<file path="config.mk">
export PLATFORM = sky130hd
export DESIGN_NAME = hsem_ahb_slave_if_flat
export DESIGN_NICKNAME = d
export VERILOG_FILES = /design/src/rtl/hsem_ahb_slave_if_if.sv /design/src/rtl/hsem_ahb_slave_if.sv /design/src/flat_wrapper.sv
export SDC_FILE = /design/constraint.sdc
export NUM_CORES = 1
export LEC_CHECK = 0
export CAP_MARGIN = 20
export CORE_ASPECT_RATIO = 1.1
export CORE_MARGIN = 4
export CORE_UTILIZATION = 18
export CTS_CLUSTER_SIZE = 24
export DETAILED_ROUTE_END_ITERATION = 8
export PLACE_DENSITY_LB_ADDON = 0.12
export SYNTH_ARGS = -nofsm -noshare
export SYNTH_HDL_FRONTEND = slang
export SYNTH_SLANG_ARGS = --single-unit
</file>
<file path="constraint.sdc">
create_clock -name hclk -period 0.9 [get_ports hclk]
set_input_delay 0.18 -clock hclk [delete_from_list [all_inputs] [get_ports hclk]]
set_output_delay 0.18 -clock hclk [all_outputs]
set_load 0.05 [all_outputs]
</file>
<file path="src/rtl/hsem_ahb_slave_if_if.sv">
// ---------------------------------------------------------------------------
// hsem_ahb_slave_if_if
// AHB-Lite bus bundle between the system interconnect and the HSEM slave
// front end.
//
// Signals:
//   hsel       slave select
//   haddr      32-bit byte address
//   htrans     transfer type (IDLE=0, BUSY=1, NONSEQ=2, SEQ=3)
//   hwrite     1 = write
//   hsize      transfer size
//   hready     bus-wide ready (previous data phase complete)
//   hwdata     write data (data phase)
//   hrdata     read data returned by the slave
//   hreadyout  slave ready
//   hresp      0 = OKAY, 1 = ERROR
//
// Modports:
//   master  interconnect / bus master side
//   slave   HSEM front end side
// ---------------------------------------------------------------------------
interface hsem_ahb_slave_if_if #(
    parameter int unsigned DATA_WIDTH = 32
);

    logic                  hsel;
    logic [31:0]           haddr;
    logic [1:0]            htrans;
    logic                  hwrite;
    logic [2:0]            hsize;
    logic                  hready;
    logic [DATA_WIDTH-1:0] hwdata;
    logic [DATA_WIDTH-1:0] hrdata;
    logic                  hreadyout;
    logic                  hresp;

    modport master (
        output hsel,
        output haddr,
        output htrans,
        output hwrite,
        output hsize,
        output hready,
        output hwdata,
        input  hrdata,
        input  hreadyout,
        input  hresp
    );

    modport slave (
        input  hsel,
        input  haddr,
        input  htrans,
        input  hwrite,
        input  hsize,
        input  hready,
        input  hwdata,
        output hrdata,
        output hreadyout,
        output hresp
    );

endinterface

</file>
<file path="src/rtl/hsem_ahb_slave_if.sv">
// ---------------------------------------------------------------------------
// hsem_ahb_slave_if
// AHB-Lite slave front end for the HSEM macrocell. Captures the address
// phase, checks legality, and produces single-cycle wr_en / rd_en strobes
// plus a registered register offset for hsem_regfiles during the data phase.
// Read data from the regfile is passed back on hrdata during a read data
// phase. Illegal transfers optionally get the two-cycle AHB ERROR response.
//
// Configuration macro:
//   HSEM_AHB_ERR_RESP_EN  defined   -> illegal transfers answered with the
//                                      two-cycle ERROR response (ERR1, ERR2)
//                         undefined -> illegal transfers dropped with an
//                                      OKAY zero-wait response; hresp tied 0,
//                                      hreadyout tied 1
//
// Ports:
//   hclk       bus clock, all state on rising edge
//   hreset     asynchronous active-high reset
//   bus        AHB-Lite slave modport (hsel, haddr, htrans, hwrite, hsize,
//              hready, hwdata in; hrdata, hreadyout, hresp out)
//   wr_en      write strobe to regfile, one data-phase cycle
//   rd_en      read strobe to regfile, one data-phase cycle
//   reg_addr   registered register offset
//   reg_wdata  write data to regfile (hwdata passed through)
//   reg_rdata  combinational read data from regfile
// ---------------------------------------------------------------------------
module hsem_ahb_slave_if #(
    parameter int unsigned           ADDR_WIDTH  = 8,
    parameter int unsigned           DATA_WIDTH  = 32,
    parameter logic [ADDR_WIDTH-1:0] LAST_OFFSET = ADDR_WIDTH'(8'h44)
) (
    input  logic                  hclk,
    input  logic                  hreset,
    hsem_ahb_slave_if_if.slave    bus,
    output logic                  wr_en,
    output logic                  rd_en,
    output logic [ADDR_WIDTH-1:0] reg_addr,
    output logic [DATA_WIDTH-1:0] reg_wdata,
    input  logic [DATA_WIDTH-1:0] reg_rdata
);

    localparam logic [2:0] SIZE_WORD = 3'b010;

`ifdef HSEM_AHB_ERR_RESP_EN
    typedef enum logic [2:0] {
        ST_IDLE = 3'd0,
        ST_WR   = 3'd1,
        ST_RD   = 3'd2,
        ST_ERR1 = 3'd3,
        ST_ERR2 = 3'd4
    } state_t;
`else
    typedef enum logic [1:0] {
        ST_IDLE = 2'd0,
        ST_WR   = 2'd1,
        ST_RD   = 2'd2
    } state_t;
`endif

    state_t state;

    logic accept;
    logic legal;

    // Only the low ADDR_WIDTH address bits and htrans[1] are decoded.
    logic unused_bus_bits;
    assign unused_bus_bits = ^{bus.haddr[31:ADDR_WIDTH], bus.htrans[0]};

    // Address phase qualification: NONSEQ/SEQ to this slave while the bus is ready.
    assign accept = bus.hsel && bus.hready && bus.htrans[1];

    // Word-sized, word-aligned access inside the implemented register window.
    assign legal = (bus.hsize == SIZE_WORD)
                && (bus.haddr[1:0] == 2'b00)
                && (bus.haddr[ADDR_WIDTH-1:0] <= LAST_OFFSET);

`ifdef HSEM_AHB_ERR_RESP_EN
    logic hresp_q;
    logic hreadyout_q;

    // Transfer FSM with registered strobes and response.
    always_ff @(posedge hclk or posedge hreset) begin
        if (hreset) begin
            state       <= ST_IDLE;
            wr_en       <= 1'b0;
            rd_en       <= 1'b0;
            reg_addr    <= '0;
            hresp_q     <= 1'b0;
            hreadyout_q <= 1'b1;
        end else if (state == ST_ERR1) begin
            // hready is low during ERR1 (we drive it), so advance unconditionally.
            state       <= ST_ERR2;
            wr_en       <= 1'b0;
            rd_en       <= 1'b0;
            hresp_q     <= 1'b1;
            hreadyout_q <= 1'b1;
        end else if (bus.hready) begin
            state       <= ST_IDLE;
            wr_en       <= 1'b0;
            rd_en       <= 1'b0;
            hresp_q     <= 1'b0;
            hreadyout_q <= 1'b1;
            if (accept) begin
                if (legal) begin
                    reg_addr <= bus.haddr[ADDR_WIDTH-1:0];
                    if (bus.hwrite) begin
                        state <= ST_WR;
                        wr_en <= 1'b1;
                    end else begin
                        state <= ST_RD;
                        rd_en <= 1'b1;
                    end
                end else begin
                    // First ERROR cycle stalls the bus so the master can cancel.
                    state       <= ST_ERR1;
                    hresp_q     <= 1'b1;
                    hreadyout_q <= 1'b0;
                end
            end
        end
    end

    assign bus.hresp     = hresp_q;
    assign bus.hreadyout = hreadyout_q;
`else
    // Transfer FSM with registered strobes; illegal transfers are dropped.
    always_ff @(posedge hclk or posedge hreset) begin
        if (hreset) begin
            state    <= ST_IDLE;
            wr_en    <= 1'b0;
            rd_en    <= 1'b0;
            reg_addr <= '0;
        end else if (bus.hready) begin
            state <= ST_IDLE;
            wr_en <= 1'b0;
            rd_en <= 1'b0;
            if (accept && legal) begin
                reg_addr <= bus.haddr[ADDR_WIDTH-1:0];
                if (bus.hwrite) begin
                    state <= ST_WR;
                    wr_en <= 1'b1;
                end else begin
                    state <= ST_RD;
                    rd_en <= 1'b1;
                end
            end
        end
    end

    assign bus.hresp     = 1'b0;
    assign bus.hreadyout = 1'b1;
`endif

    // Write data goes straight through; the regfile commits at the edge ending WR.
    assign reg_wdata = bus.hwdata;

    // Read data is only driven onto the bus during a read data phase.
    assign bus.hrdata = (state == ST_RD) ? reg_rdata : '0;

endmodule

</file>
<file path="src/flat_wrapper.sv">
// flat-port wrapper written by rule: the top's interface ports become plain ports
module hsem_ahb_slave_if_flat 
#(
    parameter int unsigned           ADDR_WIDTH  = 8,
    parameter int unsigned           DATA_WIDTH  = 32,
    parameter logic [ADDR_WIDTH-1:0] LAST_OFFSET = ADDR_WIDTH'(8'h44)
)
  (hclk, hreset, wr_en, rd_en, reg_addr, reg_wdata, reg_rdata, bus_hsel, bus_haddr, bus_htrans, bus_hwrite, bus_hsize, bus_hready, bus_hwdata, bus_hrdata, bus_hreadyout, bus_hresp);
  hsem_ahb_slave_if_if #(.DATA_WIDTH(DATA_WIDTH)) bus_i ();
  input  logic hclk;
  input  logic hreset;
  output logic wr_en;
  output logic rd_en;
  output logic [ADDR_WIDTH-1:0] reg_addr;
  output logic [DATA_WIDTH-1:0] reg_wdata;
  input  logic [DATA_WIDTH-1:0] reg_rdata;
  input wire logic [$bits(bus_i.hsel)-1:0] bus_hsel;
  input wire logic [$bits(bus_i.haddr)-1:0] bus_haddr;
  input wire logic [$bits(bus_i.htrans)-1:0] bus_htrans;
  input wire logic [$bits(bus_i.hwrite)-1:0] bus_hwrite;
  input wire logic [$bits(bus_i.hsize)-1:0] bus_hsize;
  input wire logic [$bits(bus_i.hready)-1:0] bus_hready;
  input wire logic [$bits(bus_i.hwdata)-1:0] bus_hwdata;
  output wire logic [$bits(bus_i.hrdata)-1:0] bus_hrdata;
  output wire logic [$bits(bus_i.hreadyout)-1:0] bus_hreadyout;
  output wire logic [$bits(bus_i.hresp)-1:0] bus_hresp;
  assign bus_i.hsel = bus_hsel;
  assign bus_i.haddr = bus_haddr;
  assign bus_i.htrans = bus_htrans;
  assign bus_i.hwrite = bus_hwrite;
  assign bus_i.hsize = bus_hsize;
  assign bus_i.hready = bus_hready;
  assign bus_i.hwdata = bus_hwdata;
  assign bus_hrdata = bus_i.hrdata;
  assign bus_hreadyout = bus_i.hreadyout;
  assign bus_hresp = bus_i.hresp;
  hsem_ahb_slave_if #(.ADDR_WIDTH(ADDR_WIDTH), .DATA_WIDTH(DATA_WIDTH), .LAST_OFFSET(LAST_OFFSET)) u_core (.hclk(hclk), .hreset(hreset), .bus(bus_i), .wr_en(wr_en), .rd_en(rd_en), .reg_addr(reg_addr), .reg_wdata(reg_wdata), .reg_rdata(reg_rdata));
endmodule
</file>
==> results_slide.txt <==
Flow Results at a Glance

Floorplan
  • Cell Rows: 27
  • Die area: 0.006395 mm2
  • Chip height: around 83 um
  • Pre-Place Util: a little under a fifth
  • Die X: 76.62 um
  • Core area: approximately 0.005 mm2

Finish
  • Share of layout cells above drive strength 1: 69.89%
  • Nets: ~290
  • Top Layout Cells: buf_12, clkdlybuf4s50_1, and3_4, buf_4, buf_6
  • Post-route design area: roughly 0.0025 mm2

Clocking
  • CTS Buf Count: 3
  • Clock sinks: 10
  • Worst-path clk slew: around 0.050 ns
  • CTS H-Tree Depth: 1
  • CTS tree: done
  • Clock root buffer: clkbuf_8

Global routing
  • Largest net degree at the start of global routing: 25
  • Global-route wire length before repair: 5678 um
  • Grt ovf: 0
  • Initial antenna violation count: 0

Setup path
  • Reg-to-Reg Start: u_core.state[0]$_DFFE_PP0P_
  • CP max FO: 12
  • Worst Setup EP: bus_hrdata[12]
  • Worst EP arrival: roughly 1.2 ns
  • Worst setup SP type: register
  • Crit Path Class: register to output pin
  • Crit path required time: around 0.72 ns
  • Reg2Reg Setup Slack: -0.04 ns
  • R2R depth: 4
  • CP endpoint kind: output pin

Flow run
  • Tool warning count: ~54
  • Max Cap Violations: 0

Yosys
  • Post-synth seq share: a little over a quarter
  • Distinct cells, synth: 19
  • Post-synth ARST share: 100.0%
  • Netlist Area Pre-Place: roughly 930 um2
  • Top-area cell share: a little over a quarter
  • Synth cell count leaders: buf_4, and3_1, dfrtp_1
  • Cells after synthesis: about 110
  • Yosys Instances: approximately 110
  • Most instantiated library cell after synthesis: buf_4
  • Synth area leader: buf_4
  • Commonest flop: dfrtp_1
  • Post-synth area hogs: buf_4, dfrtp_1, and3_1, o2111ai_4, and2_2
  • Synthesized registers: 10
  • YS warnings: 0
  • Number of enable flip-flop cells: 0
  • Synthesis area per yosys: 932.1 um2

Detailed routing
  • Via density: around 4.4
  • Met2 WL: between 1500 and 2000 um
  • Met3 WL: between 400 and 500 um
  • DR pass1 iterations: 3
  • DRT iter0 DRCs: 15
  • Highest Signal Layer: met4
  • Final ANT Viol Nets: 0

Final timing
  • Final Critical Period: ~1.4 ns
  • Setup violators final: slightly above 50
  • Max-slew violation count: 0
  • Setup slack after layout: -0.4790 ns
  • WHS: between 0.2 and 0.25 ns
  • Final hold vios: 0
  • Unrepaired setup endpoints after global routing: yes
  • Period utilization: 153.2%

Placed design
  • Post-DP HPWL: 2986 um

Power
  • P_leak: around 1.1 nW
  • Pwr per Cell Area: roughly 520 mW/mm2

Status
  • Status: finished with violations
  • Failing checks: setup timing

Worst hold path
  • Hold Path Class: primary input to register
-- how the worst min path moves through the flow --
stage,startpoint,cells after the start,slack [ns],end
6_report,bus_haddr[5],2,0.22,u_core.reg_addr[5]$_DFFE_PP0P_
4_1_cts,bus_haddr[5],2,0.21,u_core.reg_addr[5]$_DFFE_PP0P_
2_1_floorplan,hreset,1,0.02,u_core.reg_addr[0]$_DFFE_PP0P_
5_1_grt,bus_haddr[4],2,0.22,u_core.reg_addr[4]$_DFFE_PP0P_
3_3_place_gp,bus_hwdata[18],0,0.36,reg_wdata[18]
3_5_place_dp,bus_hwdata[18],0,0.36,reg_wdata[18]
-- metrics by stage --
step | setup WS (ns) | utilization (%) | cells | power, mW | TNS [ns]
floorplan | -0.3520 | - | 107 | 0.9451 | -11.98
global placement | -0.6694 | 46.37 | 228 | 0.8244 | -13.38
detailed placement | -0.7014 | 46.37 | 228 | 0.8291 | -13.82
CTS | -0.5062 | 48.20 | 239 | 1.299 | -17.42
global route | -0.5261 | 49.87 | 244 | 1.357 | -18.73
finish | -0.4790 | 49.87 | 244 | 1.291 | -16.76
-- per-layer routing --
| layer | vias to the layer above | track usage [%] |
|---|---|---|
| li1 | 491 | - |
| met1 | 472 | 12.39 |
| met2 | 101 | 17.35 |
| met3 | 6 | 6.371 |
| met4 | 0 | 2.636 |
| met5 | - | 0 |
-- cell type report --
| class | instances | area [um2] |
|---|---|---|
| Fill cell | 452 | 2506 |
| Timing Repair Buffer | 115 | 1525 |
| Multi-Input combinational cell | 51 | 570.5 |
| Sequential cell | 10 | 252.7 |
| Tap cell | 58 | 72.57 |
| Clock buffer | 4 | 45.04 |
| Inverter | 6 | 27.53 |
-- cells by family after synthesis --
| family | after synthesis | share of synthesized area [%] |
|---|---|---|
| buffers and inverters | 46 | 32.21 |
| AND/OR/NAND/NOR | 41 | 30.87 |
| flip-flops | 10 | 26.85 |
| AND-OR/OR-AND | 7 | 7.651 |
| other | 2 | 0.8057 |
| multiplexers | 1 | 1.610 |
-- timing repair --
item | 4_1_cts | 5_1_grt
resized | 46 | 11
buffers inserted | 7 | 3
hold buffers | 0 | 0
cloned | 0 | 2
endpoints found under the setup margin | 52 | 52
hold endpoints to repair | 0 | 0
pin swaps | 9 | 13
-- registers in the layout (all words and copies together) (netlist names) --
signal           count
u_core.rd_en         1
u_core.reg_addr      8
u_core.state         1
-- worst max-delay path, cell delays in order, from the launching register on --
cell,delay [ns]
dfrtp_2,0.42
clkinv_4,0.09
buf_12,0.13
and3_4,0.20
buf_12,0.13
-- where the power goes --
| part | switching, mW | leakage [nW] | total (mW) | internal, mW |
|---|---|---|---|---|
| combinational | 0.125 | 0.920 | 0.358 | 0.233 |
| clock | 0.158 | 0.0228 | 0.467 | 0.309 |
| sequential | 0.00842 | 0.131 | 0.467 | 0.458 |
| total | 0.291 | 1.07 | 1.29 | 1.00 |
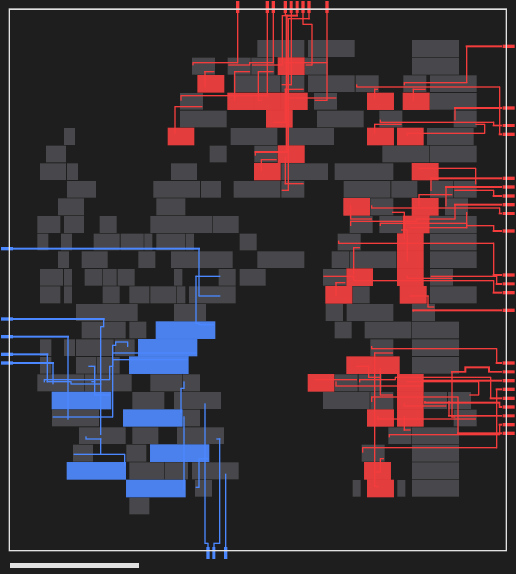
Figure 1: port wiring.
Bar = 20 um.
| colour | port | direction | end cells | buffers | wire |
|---|---|---|---|---|---|
| red | `reg_rdata` | input | 32 | 32 | 865 um |
| blue | `reg_addr` | output | 8 | 8 | 294 um |
IO Count: 182
count of buffers from port buffering: 90

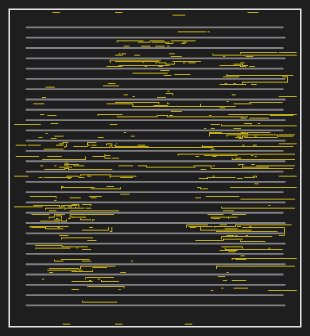
Figure 2: the metal 1 layer.
Supply wires on this layer in grey.
wire length on this layer: 1,460 um
share of all routed wire: 39%
longest straight run: 30.8 um
main direction: horizontal
nets with wire on the layer: 188
GR Util met1: 12.39%
Routed WL: 3707 um
vias post-DR: 1,070

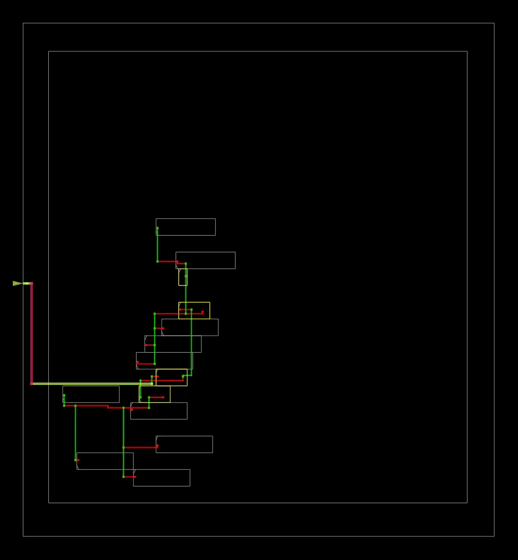
Figure 3: clock nets.
P_clk: 0.467 mW
skew final: 0 ns
Layout clock buffers: 4
clk latency late pin: 0.23 ns
Seq cells: 10

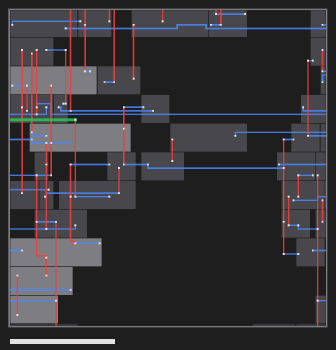
Figure 4: a small window of the routed layout.
Bar = 10 um. Region (23, 27) to (53, 57) um. Cells in grey, sequential cells in the stronger grey; small squares are vias.
| colour | layer |
|---|---|
| green | M3 |
| blue | M1 |
| red | M2 |
cells with their middle in the window: 28
netlist names of flops here include: `u_core.reg_addr` (3)
most frequent: buf_4 (5), buf_12 (4)
sequential cells in the window: 5

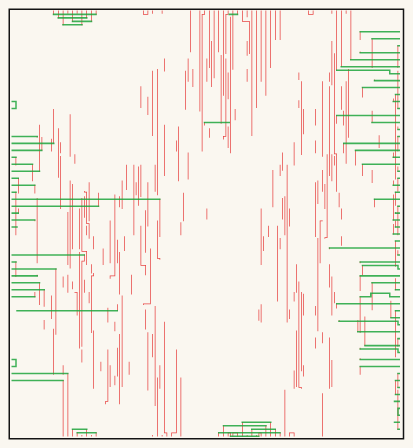
Figure 5: wiring by layer.
Two of the layers only.
| colour | layer | wire length |
|---|---|---|
| red | M2 | 1,710 um |
| green | M3 | 495 um |
GRT Total Usage: 10.86%
WL/cell: 15.19 um

Power figures rest on the tool's default switching activity, not on a simulated workload.
